### src/rtl/hazard_ctrl_unit.sv
// rtl/hazard_ctrl_unit.sv - pipeline hazard controller: forwarding, load-use stall, branch flush
//
// Purpose: resolves RAW hazards for the instruction in EX by forwarding from
// EX/MEM or MEM/WB (EX/MEM has priority), holds the front end for LOAD_LAT
// cycles on a load-use hazard, and holds FLUSH_MASK on the per-stage flush
// lines for FLUSH_CYCLES cycles after a taken branch. A taken branch always
// beats a stall.
//
// Ports:
//   clk, rst              clock, synchronous active-high reset
//   ra, rb                source registers of the instruction in EX
//   rd_exmem, rd_memwb    destination registers held in EX/MEM and MEM/WB
//   wr_exmem, wr_memwb    the stage writes its destination
//   ld_exmem              EX/MEM holds a load
//   alu_result, wb_result candidate forwarded values
//   branch_taken          branch resolved taken this cycle
//   fa, fb                forwarded operand select
//   fwd_a, fwd_b          forwarded operand values
//   stall                 hold PC/IF/ID, bubble EX
//   flush                 per-stage flush
//   stall_cnt, flush_cnt  saturating activity counters (HAZARD_PERF_CNT_EN only)
//
// Optional feature macro: HAZARD_PERF_CNT_EN

module hazard_ctrl_unit #(
    parameter int                  DATA_W       = 24,
    parameter int                  REG_W        = 4,
    parameter int                  N_STAGES     = 5,
    parameter int                  LOAD_LAT     = 1,
    parameter int                  FLUSH_CYCLES = 1,
    parameter logic [N_STAGES-1:0] FLUSH_MASK   = 5'b01110
) (
    input  logic                clk,
    input  logic                rst,
    input  logic [REG_W-1:0]    ra,
    input  logic [REG_W-1:0]    rb,
    input  logic [REG_W-1:0]    rd_exmem,
    input  logic [REG_W-1:0]    rd_memwb,
    input  logic                wr_exmem,
    input  logic                wr_memwb,
    input  logic                ld_exmem,
    input  logic [DATA_W-1:0]   alu_result,
    input  logic [DATA_W-1:0]   wb_result,
    input  logic                branch_taken,
    output logic                fa,
    output logic                fb,
    output logic [DATA_W-1:0]   fwd_a,
    output logic [DATA_W-1:0]   fwd_b,
    output logic                stall,
    output logic [N_STAGES-1:0] flush
`ifdef HAZARD_PERF_CNT_EN
    ,
    output logic [31:0]         stall_cnt,
    output logic [31:0]         flush_cnt
`endif
);

    typedef enum logic [1:0] {
        ST_IDLE  = 2'd0,
        ST_STALL = 2'd1,
        ST_FLUSH = 2'd2
    } state_t;

    // The first cycle of each sequence is spent in IDLE, so the counter is
    // loaded with length-2 and the sequence ends when it reads zero.
    localparam logic [3:0] LOAD_RELOAD  = 4'((LOAD_LAT > 1) ? LOAD_LAT - 2 : 0);
    localparam logic [3:0] FLUSH_RELOAD = 4'((FLUSH_CYCLES > 1) ? FLUSH_CYCLES - 2 : 0);

    state_t     state_q, state_d;
    logic [3:0] cnt_q, cnt_d;

    logic hit_ex_a, hit_wb_a, hit_ex_b, hit_wb_b;
    logic lu;

    always_comb begin
        hit_ex_a = (ra == rd_exmem) && wr_exmem;
        hit_wb_a = (ra == rd_memwb) && wr_memwb;
        hit_ex_b = (rb == rd_exmem) && wr_exmem;
        hit_wb_b = (rb == rd_memwb) && wr_memwb;
        fa       = hit_ex_a || hit_wb_a;
        fb       = hit_ex_b || hit_wb_b;
        fwd_a    = hit_ex_a ? alu_result : wb_result;
        fwd_b    = hit_ex_b ? alu_result : wb_result;
        lu       = ld_exmem && ((ra == rd_exmem) || (rb == rd_exmem));
    end

    always_comb begin
        state_d = state_q;
        cnt_d   = cnt_q;
        stall   = 1'b0;
        flush   = '0;
        if (branch_taken) begin
            // Taken branch restarts the flush from any state and cancels a stall.
            flush = FLUSH_MASK;
            if (FLUSH_CYCLES > 1) begin
                state_d = ST_FLUSH;
                cnt_d   = FLUSH_RELOAD;
            end else begin
                state_d = ST_IDLE;
            end
        end else begin
            unique case (state_q)
                ST_IDLE: begin
                    if (lu) begin
                        stall = 1'b1;
                        if (LOAD_LAT > 1) begin
                            state_d = ST_STALL;
                            cnt_d   = LOAD_RELOAD;
                        end
                    end
                end
                ST_STALL: begin
                    stall = 1'b1;
                    if (cnt_q == 4'd0) state_d = ST_IDLE;
                    else               cnt_d   = cnt_q - 4'd1;
                end
                ST_FLUSH: begin
                    flush = FLUSH_MASK;
                    if (cnt_q == 4'd0) state_d = ST_IDLE;
                    else               cnt_d   = cnt_q - 4'd1;
                end
                default: state_d = ST_IDLE;
            endcase
        end
        // Control outputs are forced quiet during reset, whatever state holds.
        if (rst) begin
            stall = 1'b0;
            flush = '0;
        end
    end

    always_ff @(posedge clk) begin
        if (rst) begin
            state_q <= ST_IDLE;
            cnt_q   <= 4'd0;
        end else begin
            state_q <= state_d;
            cnt_q   <= cnt_d;
        end
    end

`ifdef HAZARD_PERF_CNT_EN
    logic [31:0] stall_cnt_q, stall_cnt_d;
    logic [31:0] flush_cnt_q, flush_cnt_d;

    always_comb begin
        stall_cnt_d = stall_cnt_q;
        flush_cnt_d = flush_cnt_q;
        if (stall && (stall_cnt_q != 32'hFFFF_FFFF)) stall_cnt_d = stall_cnt_q + 32'd1;
        if ((|flush) && (flush_cnt_q != 32'hFFFF_FFFF)) flush_cnt_d = flush_cnt_q + 32'd1;
    end

    always_ff @(posedge clk) begin
        if (rst) begin
            stall_cnt_q <= 32'd0;
            flush_cnt_q <= 32'd0;
        end else begin
            stall_cnt_q <= stall_cnt_d;
            flush_cnt_q <= flush_cnt_d;
        end
    end

    assign stall_cnt = stall_cnt_q;
    assign flush_cnt = flush_cnt_q;
`endif

endmodule

### config.mk
export PLATFORM = sky130hd
export DESIGN_NAME = hazard_ctrl_unit
export DESIGN_NICKNAME = d
export VERILOG_FILES = /design/src/rtl/hazard_ctrl_unit.sv
export SDC_FILE = /design/constraint.sdc
export NUM_CORES = 1
export LEC_CHECK = 0
export CORE_MARGIN = 4
export CORE_UTILIZATION = 24
export DETAILED_ROUTE_END_ITERATION = 12
export MAX_ROUTING_LAYER = met4
export PLACE_DENSITY = 0.8
export SLEW_MARGIN = 40
export SYNTH_ARGS = -nofsm -noshare
export SYNTH_HDL_FRONTEND = slang
export SYNTH_SLANG_ARGS = --single-unit
### constraint.sdc
create_clock -name clk -period 2.1 [get_ports clk]
set_clock_uncertainty 0.05 [all_clocks]
set_input_delay 0.42 -clock clk [delete_from_list [all_inputs] [get_ports clk]]
set_output_delay 0.42 -clock clk [all_outputs]
set_load 0.05 [all_outputs]
==> images/port_trees.png <==
(6 px per µm)
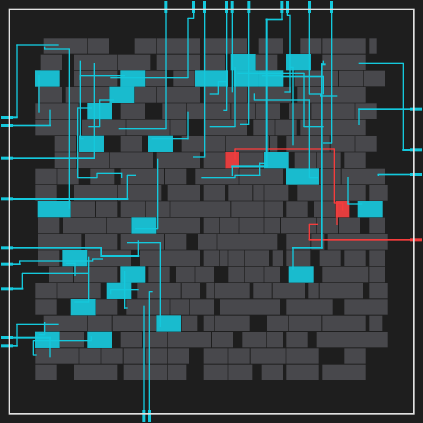
Cyan marks `fwd_b`, bits 24, direction output, end cells 24, buffers 24, wire 787 µm. Red marks `wr_exmem`, bits 1, direction input, end cells 2, buffers 1, wire 54.1 µm.
IO Count: 126
Port Buffers: 123

==> images/sizing.png <==
(6 px per µm)
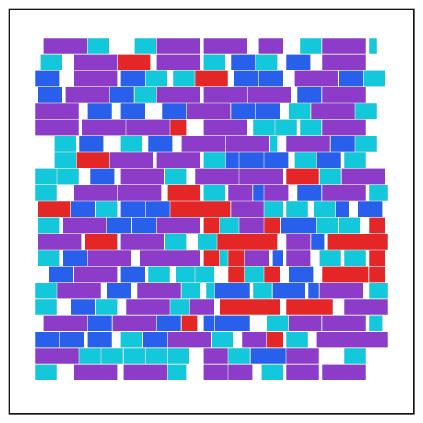
Purple marks x6 and larger, cells 71, share 32%. Blue marks x2, cells 53, share 24%. Cyan marks x1 and smaller, cells 72, share 33%. Red marks x3 and x4, cells 25, share 11%.
PnR worst setup slack: -0.266 ns
Non-clock buffers: 144
area delta synth->final: 254%
fin area: 2980 µm²

==> flow_summary.toml <==
# flow metrics
[power]
p_sw_mw = 0.447
p_clk_mw = 0
power.share.switching_pct = 48.4
p_comb_mw = 0.925
p_int_mw = 0.477
pwr-share-clk_pct = 0

[detailed_routing]
dr_wl_met2_um = 3260
routed_wl_um = 5970
routed.top_layer = "met4"
drt-initial-drc-count = 29
antenna_left = 0
wl_per_cell_um = 22.3
drt_pass1_iterations = 4
drc = 0

[floorplanning]
chipWidth_um = 67.2
tap_cells = 46
core_area_um2 = 3360

[critical_path]
path_cells = "buf_8, xor2_4, nor4_4, nand2_2, buf_6, buf_8, mux2_2, buf_12"
cp.depth = 8
critPathMaxFanout = 7
required_ns = 1.63
slowest_delay_ns = 0.31
end_kind = "primary output"
startpoint = "rd_exmem[2]"

[final_layout]
comb_share_pct = 31.1
post-route-util_pct = 88.6
num_antenna_cells = 0
comb_area_um2 = 927
buf_share_pct = 66.9
seqCellArea_um2 = 0
mostFrequentLayoutCell = "clkdlybuf4s50_1"

[yosys]
top_logic_kind = "multiplexers"
synthesis.instances = 84
synth_stat.cells = 84

[run_status]
outcome = "finished with violations"
violations = "setup timing"

[sta]
totalNegativeSetupSlack_ns = -11.51
finalSetupViolCount = 51
setup_slack_ns = -0.266
finalHoldViolations = 0

[global_route]
grt.total_usage_pct = 26.3
grt_max_degree = 8
grt.busiest_layer = "met2"
grt_pass1_wl_um = 8510
first_global_vias = 1564
grt.met2_usage_pct = 49.8

[worst_hold_path]
min_path_cells = 6
hp-start = "ra[2]"

[placed_design]
placed_area_um2 = 2730
gp_congestion = 0.752
Power and IR drop assume default switching activity.
